$ cat config.mk
export PLATFORM = sky130hd
export DESIGN_NAME = button_conditioner_flat
export DESIGN_NICKNAME = d
export VERILOG_FILES = /design/src/rtl/button_conditioner_if.sv /design/src/rtl/button_conditioner.sv /design/src/flat_wrapper.sv
export SDC_FILE = /design/constraint.sdc
export NUM_CORES = 1
export LEC_CHECK = 0
export CAP_MARGIN = 15
export CELL_PAD_IN_SITES_DETAIL_PLACEMENT = 1
export CELL_PAD_IN_SITES_GLOBAL_PLACEMENT = 1
export CORE_ASPECT_RATIO = 0.75
export CORE_UTILIZATION = 44
export DETAILED_ROUTE_END_ITERATION = 10
export PLACE_DENSITY_LB_ADDON = 0.1
export SLEW_MARGIN = 20
export SYNTH_ARGS = -nofsm -noshare
export SYNTH_HDL_FRONTEND = slang
export SYNTH_SLANG_ARGS = --single-unit
$ cat constraint.sdc
create_clock -name clk -period 1.7 [get_ports clk]
set_input_delay 0.255 -clock clk [delete_from_list [all_inputs] [get_ports clk]]
set_output_delay 0.255 -clock clk [all_outputs]
set_load 0.02 [all_outputs]
$ cat src/rtl/button_conditioner_if.sv
// Bus bundle for button_conditioner: raw button levels and toggle clear in,
// debounced levels, press strobes and toggle bits out.
interface button_conditioner_if #(
    parameter int N_BTN = 5
);
    logic [N_BTN-1:0] btn_raw;
    logic             clr_toggle;
    logic [N_BTN-1:0] level;
    logic [N_BTN-1:0] pulse;
    logic [N_BTN-1:0] toggle;

    modport master (
        output btn_raw, clr_toggle,
        input  level, pulse, toggle
    );

    modport slave (
        input  btn_raw, clr_toggle,
        output level, pulse, toggle
    );
endinterface

$ cat src/rtl/button_conditioner.sv
// Per-channel synchronize, debounce, press strobe and toggle for N_BTN buttons.
// Auto-repeat is compiled in only when BUTTON_AUTO_REPEAT_EN is defined.
module button_conditioner #(
    parameter int          N_BTN           = 5,
    parameter int          DEBOUNCE_CYCLES = 16,
    parameter int unsigned TOGGLE_MASK     = 5'b00010,
    parameter int unsigned REPEAT_MASK     = 5'b11101,
    parameter int          REPEAT_DELAY    = 5000,
    parameter int          REPEAT_PERIOD   = 1000
) (
    input  logic                 clk,
    input  logic                 rst,
    button_conditioner_if.slave  bus
);
    localparam int               CW      = $clog2(DEBOUNCE_CYCLES + 1);
    localparam logic [CW-1:0]    DB_LAST = CW'(DEBOUNCE_CYCLES - 1);
    localparam logic [N_BTN-1:0] TGL_M   = TOGGLE_MASK[N_BTN-1:0];

    // Masks wider than the channel count would silently drop bits.
    if (N_BTN < 1 || N_BTN > 16 || DEBOUNCE_CYCLES < 1 ||
        REPEAT_PERIOD < 2 || REPEAT_DELAY < REPEAT_PERIOD ||
        TOGGLE_MASK >= (32'd1 << N_BTN) || REPEAT_MASK >= (32'd1 << N_BTN)) begin : g_bad_params
        $error("button_conditioner: illegal parameter combination");
    end

    logic [N_BTN-1:0] sync1_q, sync1_d, sync2_q, sync2_d;
    logic [N_BTN-1:0] level_q, level_d, level_dly_q, level_dly_d;
    logic [N_BTN-1:0] pulse_q, pulse_d, toggle_q, toggle_d;
    logic [N_BTN-1:0] press;
    logic [CW-1:0]    cnt_q [N_BTN];
    logic [CW-1:0]    cnt_d [N_BTN];

    always_comb begin
        sync1_d     = bus.btn_raw;
        sync2_d     = sync1_q;
        level_dly_d = level_q;
        level_d     = level_q;
        for (int i = 0; i < N_BTN; i++) begin
            cnt_d[i] = '0;
            if (sync2_q[i] != level_q[i]) begin
                if (cnt_q[i] == DB_LAST) begin
                    level_d[i] = sync2_q[i];
                end else begin
                    cnt_d[i] = cnt_q[i] + 1'b1;
                end
            end
        end
        // Initial press strobe lands one edge after the debounced level rises.
        press    = level_q & ~level_dly_q;
        toggle_d = bus.clr_toggle ? '0 : (toggle_q ^ (press & TGL_M));
    end

`ifdef BUTTON_AUTO_REPEAT_EN
    localparam int               RW       = $clog2(REPEAT_DELAY);
    localparam logic [RW-1:0]    DLY_LAST = RW'(REPEAT_DELAY - 1);
    localparam logic [RW-1:0]    PER_LAST = RW'(REPEAT_PERIOD - 1);
    localparam logic [N_BTN-1:0] REP_M    = REPEAT_MASK[N_BTN-1:0];

    typedef enum logic [1:0] {R_IDLE, R_DELAY, R_REPEAT} rep_state_e;

    rep_state_e       state_q [N_BTN];
    rep_state_e       state_d [N_BTN];
    logic [RW-1:0]    rcnt_q  [N_BTN];
    logic [RW-1:0]    rcnt_d  [N_BTN];
    logic [N_BTN-1:0] rep, fall;

    always_comb begin
        fall = level_q & ~level_d;
        rep  = '0;
        for (int i = 0; i < N_BTN; i++) begin
            state_d[i] = state_q[i];
            rcnt_d[i]  = rcnt_q[i];
            // A falling level wins over any repeat due on the same edge.
            if (!REP_M[i] || fall[i]) begin
                state_d[i] = R_IDLE;
                rcnt_d[i]  = '0;
            end else begin
                case (state_q[i])
                    R_IDLE: begin
                        if (press[i]) begin
                            state_d[i] = R_DELAY;
                            rcnt_d[i]  = DLY_LAST;
                        end
                    end
                    R_DELAY, R_REPEAT: begin
                        if (rcnt_q[i] == '0) begin
                            rep[i]     = 1'b1;
                            state_d[i] = R_REPEAT;
                            rcnt_d[i]  = PER_LAST;
                        end else begin
                            rcnt_d[i] = rcnt_q[i] - 1'b1;
                        end
                    end
                    default: begin
                        state_d[i] = R_IDLE;
                        rcnt_d[i]  = '0;
                    end
                endcase
            end
        end
        pulse_d = press | rep;
    end
`else
    always_comb begin
        pulse_d = press;
    end
`endif

    always_ff @(posedge clk or posedge rst) begin
        if (rst) begin
            sync1_q     <= '0;
            sync2_q     <= '0;
            level_q     <= '0;
            level_dly_q <= '0;
            pulse_q     <= '0;
            toggle_q    <= '0;
            for (int i = 0; i < N_BTN; i++) begin
                cnt_q[i] <= '0;
`ifdef BUTTON_AUTO_REPEAT_EN
                state_q[i] <= R_IDLE;
                rcnt_q[i]  <= '0;
`endif
            end
        end else begin
            sync1_q     <= sync1_d;
            sync2_q     <= sync2_d;
            level_q     <= level_d;
            level_dly_q <= level_dly_d;
            pulse_q     <= pulse_d;
            toggle_q    <= toggle_d;
            for (int i = 0; i < N_BTN; i++) begin
                cnt_q[i] <= cnt_d[i];
`ifdef BUTTON_AUTO_REPEAT_EN
                state_q[i] <= state_d[i];
                rcnt_q[i]  <= rcnt_d[i];
`endif
            end
        end
    end

    assign bus.level  = level_q;
    assign bus.pulse  = pulse_q;
    assign bus.toggle = toggle_q;
endmodule
$ cat src/flat_wrapper.sv
// flat-port wrapper written by rule: the top's interface ports become plain ports
module button_conditioner_flat 
#(
    parameter int          N_BTN           = 5,
    parameter int          DEBOUNCE_CYCLES = 16,
    parameter int unsigned TOGGLE_MASK     = 5'b00010,
    parameter int unsigned REPEAT_MASK     = 5'b11101,
    parameter int          REPEAT_DELAY    = 5000,
    parameter int          REPEAT_PERIOD   = 1000
)
  (clk, rst, bus_btn_raw, bus_clr_toggle, bus_level, bus_pulse, bus_toggle);
  button_conditioner_if #(.N_BTN(N_BTN)) bus_i ();
  input  logic clk;
  input  logic rst;
  input wire logic [$bits(bus_i.btn_raw)-1:0] bus_btn_raw;
  input wire logic [$bits(bus_i.clr_toggle)-1:0] bus_clr_toggle;
  output wire logic [$bits(bus_i.level)-1:0] bus_level;
  output wire logic [$bits(bus_i.pulse)-1:0] bus_pulse;
  output wire logic [$bits(bus_i.toggle)-1:0] bus_toggle;
  assign bus_i.btn_raw = bus_btn_raw;
  assign bus_i.clr_toggle = bus_clr_toggle;
  assign bus_level = bus_i.level;
  assign bus_pulse = bus_i.pulse;
  assign bus_toggle = bus_i.toggle;
  button_conditioner #(.N_BTN(N_BTN), .DEBOUNCE_CYCLES(DEBOUNCE_CYCLES), .TOGGLE_MASK(TOGGLE_MASK), .REPEAT_MASK(REPEAT_MASK), .REPEAT_DELAY(REPEAT_DELAY), .REPEAT_PERIOD(REPEAT_PERIOD)) u_core (.clk(clk), .rst(rst), .bus(bus_i));
endmodule
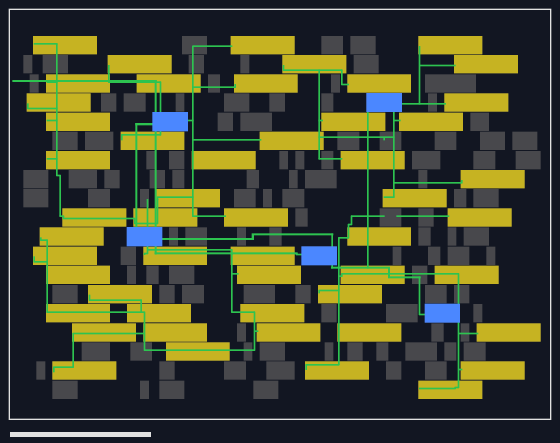
(clock distribution)
The bar under the picture is 20 um long.
[yellow] flip-flops | count: 51
[blue] clock-net drivers | count: 5
[green] clock wires | length: 590 um
flops lie: spread over the die

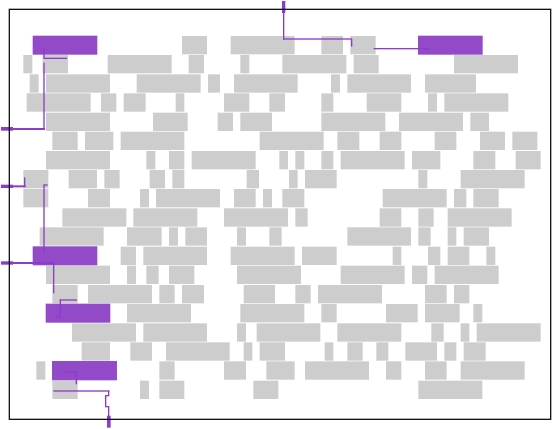
(wires at chosen ports, followed through buffers)
| colour | port | direction | end cells | buffers | wire |
|---|---|---|---|---|---|
| purple | bus_btn_raw | input | 5 | 5 | 84.5 um |

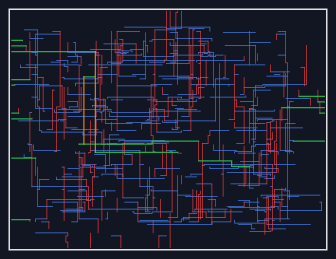
(wiring by layer)
| colour | layer | wire length |
|---|---|---|
| blue | M1 | 1410 um |
| green | M3 | 141 um |
| orange | M4 | 40.8 um |
| red | M2 | 1270 um |

==> job_summary.md <==
## Synthesis and layout report

| Metric | Value |
|---|---|
| Max Slew Vio Count | `0` |
| Post-synth top area cell | `dfrtp_1` |
| CP delay by family, top | `buffers and inverters` |
| Synth Seq Share | `69.29%` |
| Final Skew | `0.009349 ns` |
| Fa+ha+maj area frac | `3.397%` |
| Die x size | `76.71 um` |
| Core area | `3827 um^2` |
| Clock Root Buffer | `clkbuf_8` |
| Gpl congestion | `0.6508` |
| Post-Route Setup TNS | `0 ns` |
| DRC violations left | `0` |
| F_max | `approximately 0.62 GHz` |
| Synth flops | `51` |
| Mapped Avg Cell Area | `about 14 um^2` |
| Top cells, area | `dfrtp_1 69%, xor2_1 7.1%, nor2_1 3.7%` |
| Initial DRC Count | `81` |
| First-pass GRT wire length | `5.147 mm` |
| Log Warnings | `26` |
| Maximum buffer depth of the clock tree | `2` |
| Syn Inst Count | `136` |
| Crit path DAT | `1.36 ns` |
| Min Clock Period, post-route | `roughly 1.6 ns` |
| Slowest cell on crit path | `clkdlybuf4s50_1` |
| # rows | `19` |
| Post-Synth XOR/XNOR Area | `7.609%` |
| Diodes inserted | `0` |
| CP endpoint kind | `primary output` |
| Worst hold path type | `input pin to async pin` |
| DR pass1 iterations | `2` |
| Critical Path RT | `1.44 ns` |
| Antenna violations before repair | `0` |
| Largest net degree at the start of global routing | `52` |
| Tcrit/Tclk final | `94.92%` |
| # H-tree levels | `2` |
| Final Hold Fails | `0` |
| Status | `complete, no violations` |
| Post-CTS Resized | `0` |
| Die H | `~58 um` |
| YS warnings | `0` |
| Worst setup SP type | `flop` |
| Post-detail-place hpwl | `2.036 mm` |
| Tot Pwr | `0.002084 W` |
| Wirelength per Cell | `13.36 um` |
| Vias post-DR | `~1.0k` |
| Sequence of cells on the critical path | `clkdlybuf4s50_1` |
| GR Util All Layers | `15.84%` |
| FP Util | `48.12%` |
| Synth top area share | `69.29%` |
| Worst-path fanout max | `5` |
| Number of global-route vias before repair | `~1.1k` |
| Unique cell types | `16` |
| Critical path type | `flop to primary output` |
| Worst reg-to-reg path cell count | `4` |
| Routed Wire Length | `2.860 mm` |
| Final #Nets | `174` |
| Reg-to-reg setup timing slack | `approximately 0.34 ns` |
| Power Density | `956.7 nW/um^2` |
| Int Pwr | `0.001599 W` |
| Crit path depth | `1` |
| NetSw | `0.0004854 W` |
| Main logic family | `simple AND/OR/NAND/NOR gates` |
| Via/cell ratio | `4.720` |
| Yosys simple share | `12.84%` |
| Share of cells above drive strength 1 | `6.173%` |
| Flop pwr share | `between 60% and 70%` |
| Clk latency late pin | `0.31 ns` |
| Hold_buf cts | `0` |
| Sw Share | `23.29%` |
| Ports | `23` |
| Leakage | `around 1.1 nW` |
| Routed Antenna Nets | `0` |
| Postcts setup bufs | `0` |
| Logic pwr share | `between 5 and 6%` |
| Clock share of power | `between 30% and 40%` |
| Area grow syn2layout | `18.27%` |
| CTS Buf Count | `5` |
| IO buf count | `18` |
| TritonCTS clock tree | `built` |
| Unrepaired setup endpoints after global routing | `no` |
| Clk slew on worst S/H paths | `about 0.090 ns` |
| Mux area share | `3.057%` |
| Global route overflow | `0` |
| Max stage delay on crit path | `0.63 ns` |
| Yosys chip area | `between 1500 and 2000 um^2` |
| Worst R2R End | `u_core.bus.level[2]` |
| Complex Gates by Area | `1.359%` |
| Ys cells | `roughly 140` |
| Critical path buffer and inverter count | `1` |
| Die area | `4451 um^2` |
| Max-cap violation count | `0` |
| Final setup viols | `0` |
| Worst r2r src | `u_core.cnt_q[10]` |
| VDD IR max | `0.5981 mV` |
| Clk sinks | `51` |
| Syn Std Cell Area | `1842 um^2` |
## how the worst max path moves through the flow
stage,slack (ns),from,endpoint
floorplan,0.22,rst,u_core.bus.level[0]
global placement,0.44,u_core.bus.level[1],bus_level[1]
detailed placement,0.33,u_core.cnt_q[10],u_core.bus.level[2]
CTS,0.07,u_core.bus.level[2],bus_level[2]
global route,0.007,u_core.bus.level[2],bus_level[2]
finish,0.09,u_core.bus.level[3],bus_level[3]
## cells in the mapped netlist (all sizes together)
| master | count |
|---|---|
| and2 | 8 |
| and2b | 1 |
| and3 | 5 |
| buf | 4 |
| conb | 1 |
| dfrtp | 51 |
| ha | 5 |
| inv | 3 |
| mux2 | 5 |
| nand3 | 10 |
| nor2 | 18 |
| nor2b | 4 |
| o21ai | 5 |
| xnor2 | 1 |
| xor2 | 15 |
## routing by layer
metal	track usage (%)	vias to the layer above	wire length [um]
li1	-	483	-
met1	20.44	503	1408
met2	23.21	20	1270
met3	6.457	4	140
met4	8.242	0	40
met5	0	-	0
## placed cells by master, fill, tap and decap left out
cell              n
nand3_2           1
and2b_1           1
nor2_1           18
xor2_1           15
clkdlybuf4s50_1  18
xnor2_1           1
clkbuf_8          5
nand3_1           9
dfrtp_1          51
o21ai_1           5
inv_2             1
clkinv_4          2
mux2_1            5
inv_1             2
nor2b_1           4
and3_1            5
and2_1            8
clkbuf_1          1
conb_1            4
ha_1              5
buf_12            1
## stage by stage
step	setup WS [ns]	cells	cell area (um^2)	hold WS, ns	utilization [%]
after floorplan	0.2155	139	1853	0.2864	-
after global placement	0.4381	206	2088	0.3356	54.56
after detailed placement	0.3250	206	2088	0.3420	54.56
after CTS	0.06516	214	2178	0.3202	56.91
after global routing	0.006975	214	2178	0.3237	56.91
final	0.08634	214	2178	0.3195	56.91
## kinds of logic after synthesis
| group | after synthesis |
|---|---|
| AOI/OAI and AO/OA | 5 |
| xor gates and xnor gates | 16 |
| adders and majority gates | 5 |
| buffers and inverters | 7 |
| DFF | 51 |
| muxes | 5 |
| other | 1 |
| and+or+nand+nor | 46 |
## worst min-delay path, delay by kind of cell
kind,cells,cell delay (ns)
buffers and inverters,3,0.74
## flip-flops by register name (all words and copies together), names as in the netlist
| signal | count |
|---|---|
| u_core.level_dly_q | 5 |
| u_core.bus.toggle | 1 |
| u_core.cnt_q | 25 |
| u_core.bus.level | 5 |
| u_core.sync1_q | 5 |
| u_core.bus.pulse | 5 |
| u_core.sync2_q | 5 |
## layout make-up
| type | count | area, um^2 |
|---|---|---|
| fillers | 384 | 1649 |
| flip-flops and latches | 51 | 1276 |
| multi-input cells | 81 | 535.5 |
| repair buffers | 19 | 200.2 |
| clock buffers | 6 | 72.57 |
| well taps | 52 | 65.06 |
| clock inverters | 2 | 17.52 |
| inverters | 3 | 11.26 |
## power by group through the flow
stage | clock network [W] | registers [W] | logic (W)
final | 0.000688 | 0.00128 | 0.000114
after global routing | 0.000777 | 0.00129 | 0.000134
after CTS | 0.000718 | 0.00128 | 0.000118
after detailed placement | 0 | 0.00131 | 0.000118
after global placement | 0 | 0.00130 | 0.000110
after floorplan | 0 | 0.00130 | 0.0000811
No activity file was given, so power comes from the tool's default toggle rates.
